Design cordic_iterative, sky130hd; sources not shown.
**Track usage over the die**

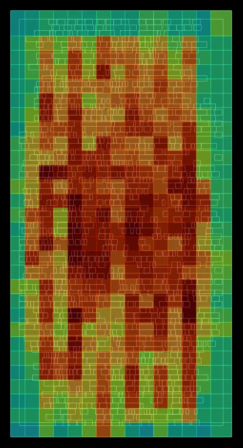
per-cell routed wire length: 24.4 um
fraction of the core area covered by cells at the end of the flow: 59.6%
fraction of met3 tracks used by global routing: 5.90%
most congested layer reported by global routing: met2

**Cell density map**

Bar = 20 um. 11 x 21 tiles, from black (low) to pale yellow (high), 0 to 100% covered.
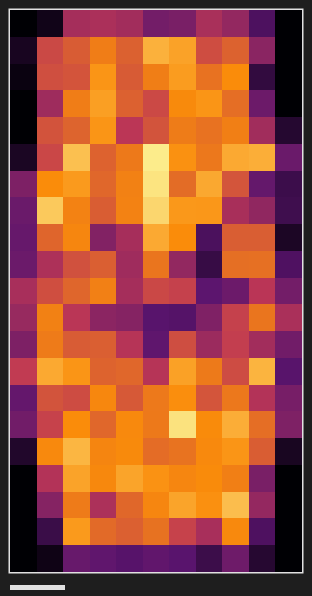
- mean over tiles: 51%
- nearly empty tiles: 6.5%
- fullest tile: 96%
- tiles over 75% full: 16%
Core Region: 19300 um2
Initial Utilization: 45.5%

**Routed metal per tile**

Bar = 20 um. 11 x 21 tiles, from black (low) to pale yellow (high), scaled to the fullest tile. Values are wire area over tile area, all layers added.
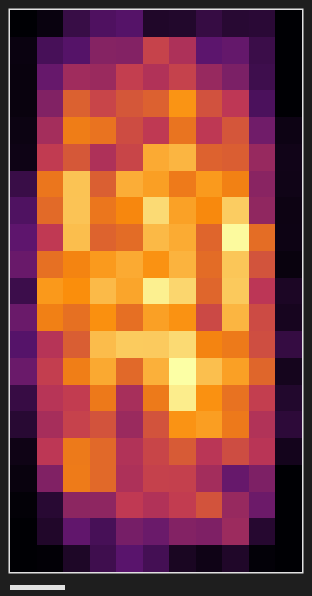
- tiles over half the peak: 51%
- nearly empty tiles: 6.1%
- densest ninth of the die: centre
- mean over tiles: 0.28
- fullest tile: 0.60
total number of vias: 9141
Overall Global Routing Usage: 32.1%

==> impl_metrics.csv <==
group,metric,value,unit
place,placed_cell_area,10100,um2
yosys,yosysCellCount,1027,
sta,final_number_of_max_transition_violations,0,
pwr,p_seq_share,22.5,%
setup_path,maximum_fanout_encountered_on_the_critical_timing_path,8,
pwr,vdd_ir_drop_max,0.236,mV
global_routing,sum_of_overflow_across_all_layers_after_global_routing,0,
floorplan,dieArea,21900,um2
final_layout,clock_cell_area_share,5.22,%
detailed_routing,top_sig_layer,"met4",
final_layout,drive_gt1_share,16.3,%
detailed_routing,detailroute.wirelength.met2,18500,um
setup_path,critical_path_required,4.63,ns
setup_path,timing.critical_path.cells,"buf_12 > buf_12 > buf_12 > mux4_2 > mux4_2 > buf_6 > o31ai_4 > xor2_1 > ha_1 > o21a_1 > o31a_1 > o211ai_1 > a21oi_2 > or3_1 > a21oi_2 > xor2_1 > a211oi_1",
global_routing,grt_use_met1,30.6,%
floorplan,die-height,205,um
final_layout,final-seq-area,2370,um2
yosys,xor_share,7.19,%
pwr,p_total,6.11,mW
sta,worstMarginPinSlew,0.949,ns
setup_path,start_kind,"register",
yosys,synthArstFlopShare,0,%
yosys,synth_sequential_area_ratio,26.9,%
global_routing,first_global_vias,9163,
global_routing,grt_first_pass_wirelength,52600,um
place,place_worst_setup_slack,-1.11,ns
cts,clock_tree.buffer_depth,2,
sta,final.setup_skew,0.00796,ns
final_layout,layout.nets,1298,
floorplan,chipWidth,107,um
sta,min_period,4.47,ns
sta,max_clock_freq,0.224,GHz
sta,layout_worst_path_cycle_share,103,%
pwr,netSwitchingPower,2.55,mW
cts,cts-root-buf,"sky130_fd_sc_hd__clkbuf_16",
detailed_routing,post_drt_via_cell_ratio,6.27,
yosys,synth.yosys.chip_area,8770,um2
setup_path,ff2ff_path_depth,17,
sta,report.final.hold_viol_count,0,
place,globalplace.congestion,1.02,
final_layout,final_cell_count_no_fill,1458,
yosys,synth_top_cell_by_count,"sky130_fd_sc_hd__nand2_1",
detailed_routing,first_pass_iters,4,
detailed_routing,postRouteAntennaNets,0,
job,drv.max_cap_violation_count,0,
setup_path,worst_path_largest_cell_delay,0.57,ns
min_path,hold_class,"reg2reg",
cts,clock_latency,0.43,ns
yosys,synth_cell_types,67,
cts,cts.clk_slew.worst_paths,0.06,ns
outcome,violations,"setup timing",
final_layout,seq_cell_count,118,
detailed_routing,route.detailed.drc,0,
setup_path,cp_num_cells,17,
pwr,cell_internal_pwr,3.56,mW
yosys,postSynthRegisterBits,118,
final_layout,antennaDiodeCount,0,
yosys,post_synth_main_area_contributors,"sky130_fd_sc_hd__dfxtp_1 (27%), sky130_fd_sc_hd__mux4_2 (8.7%), sky130_fd_sc_hd__ha_1 (8.3%)",
setup_path,setup_crit_end_kind,"register",
yosys,syn-instance-count,1027,
final_layout,comb_share,55.8,%
yosys,syn-mean-instance-area,8.54,um2
yosys,synth-main-ff-cell,"sky130_fd_sc_hd__dfxtp_1",
cts,clock_sink_count,118,
sta,setup_slack,-0.114,ns
final_layout,signal_buffers,203,
detailed_routing,initialDrtViolationCount,662,
cts,cts_tree,"yes",
global_routing,grt.met2_usage,57.1,%
job,openroad.warnings,36,
floorplan,placement_rows,72,
yosys,post_synth_tally_of_flip_flops_with_integrated_enable,0,
outcome,status,"finished, violations left",
final_layout,stdcell_area,11500,um2
floorplan,floorplan.io_pins,101,
yosys,synth_nets,1139,
yosys,yosys.area.top_type_share,26.9,%
pwr,power-top-group,"combinational cells",
yosys,post_synth_aoi_oai_area,23.7,%
yosys,synthSimpleGateAreaFrac,16.8,%
pwr,p_per_area,532,nW/um2
cts,h-tree-depth,4,
setup_path,worst-path-buf-inv,4,
cts,cts_resized,57,
final_layout,area.share.sequential,20.6,%
sta,setup_tns,-0.127,ns
pwr,leakagePower,4.44,nW
detailed_routing,met1Wirelength,11500,um
setup_path,worst-endpoint-arrival,4.75,ns
place,place.detailed.instances,1386,
cts,cts_post_setup_buffers_inserted,22,
final_layout,layout_top_cell_excl_fill_tap,"sky130_fd_sc_hd__nand2_1",
min_path,min_delay_path_depth,1,
sta,rsz_0062_raised_after_global_routing,"yes",
setup_path,crit_path_top_delay_cell,"sky130_fd_sc_hd__mux4_2",
yosys,comb_area_leader,"AND-OR/OR-AND gates",
sta,timing.slew.headroom,36.7,%
pwr,comb_power,3.27,mW
setup_path,path_common_cell,"sky130_fd_sc_hd__buf_12",
yosys,post_synth_most_frequent_cells,"sky130_fd_sc_hd__nand2_1 (120), sky130_fd_sc_hd__dfxtp_1 (118), sky130_fd_sc_hd__nor2_1 (97)",
pwr,switching_share,41.7,%
final_layout,nClkBuffers,21,
pwr,power_sequential,1.37,mW
place,detailedPlacementHpwl,26800,um
final_layout,most-common-layout-cells,"sky130_fd_sc_hd__nand2_1 (119), sky130_fd_sc_hd__dfxtp_1 (117), sky130_fd_sc_hd__clkdlybuf4s50_1 (100)",
final_layout,num-multi-input-gates,817,
pwr,clock_power,1.47,mW
pwr,clock_power_share,24.1,%
detailed_routing,met3_length,1930,um
global_routing,initial_antenna_violation_count,0,
final_layout,inverters,29,
sta,fin_hold_ws,0.470,ns
yosys,synth_adder_area_share,8.96,%
yosys,synth_area,8770,um2
detailed_routing,drt-total-wl,35500,um
global_routing,pin_count_of_the_biggest_net_entering_global_routing,17,
setup_path,setup.worst_path.class,"reg2reg",
final_layout,cell_class_with_the_largest_area_share,"logic gates",
sta,finalSetupViolations,2,
final_layout,syn2layout_area_growth,31.1,%
final_layout,mi_logic_area,6410,um2
cts,clock_buffers_created_by_tritoncts,17,
final_layout,layout.nonclk_buf_share,14.6,%
Power figures rest on the tool's default switching activity, not on a simulated workload.
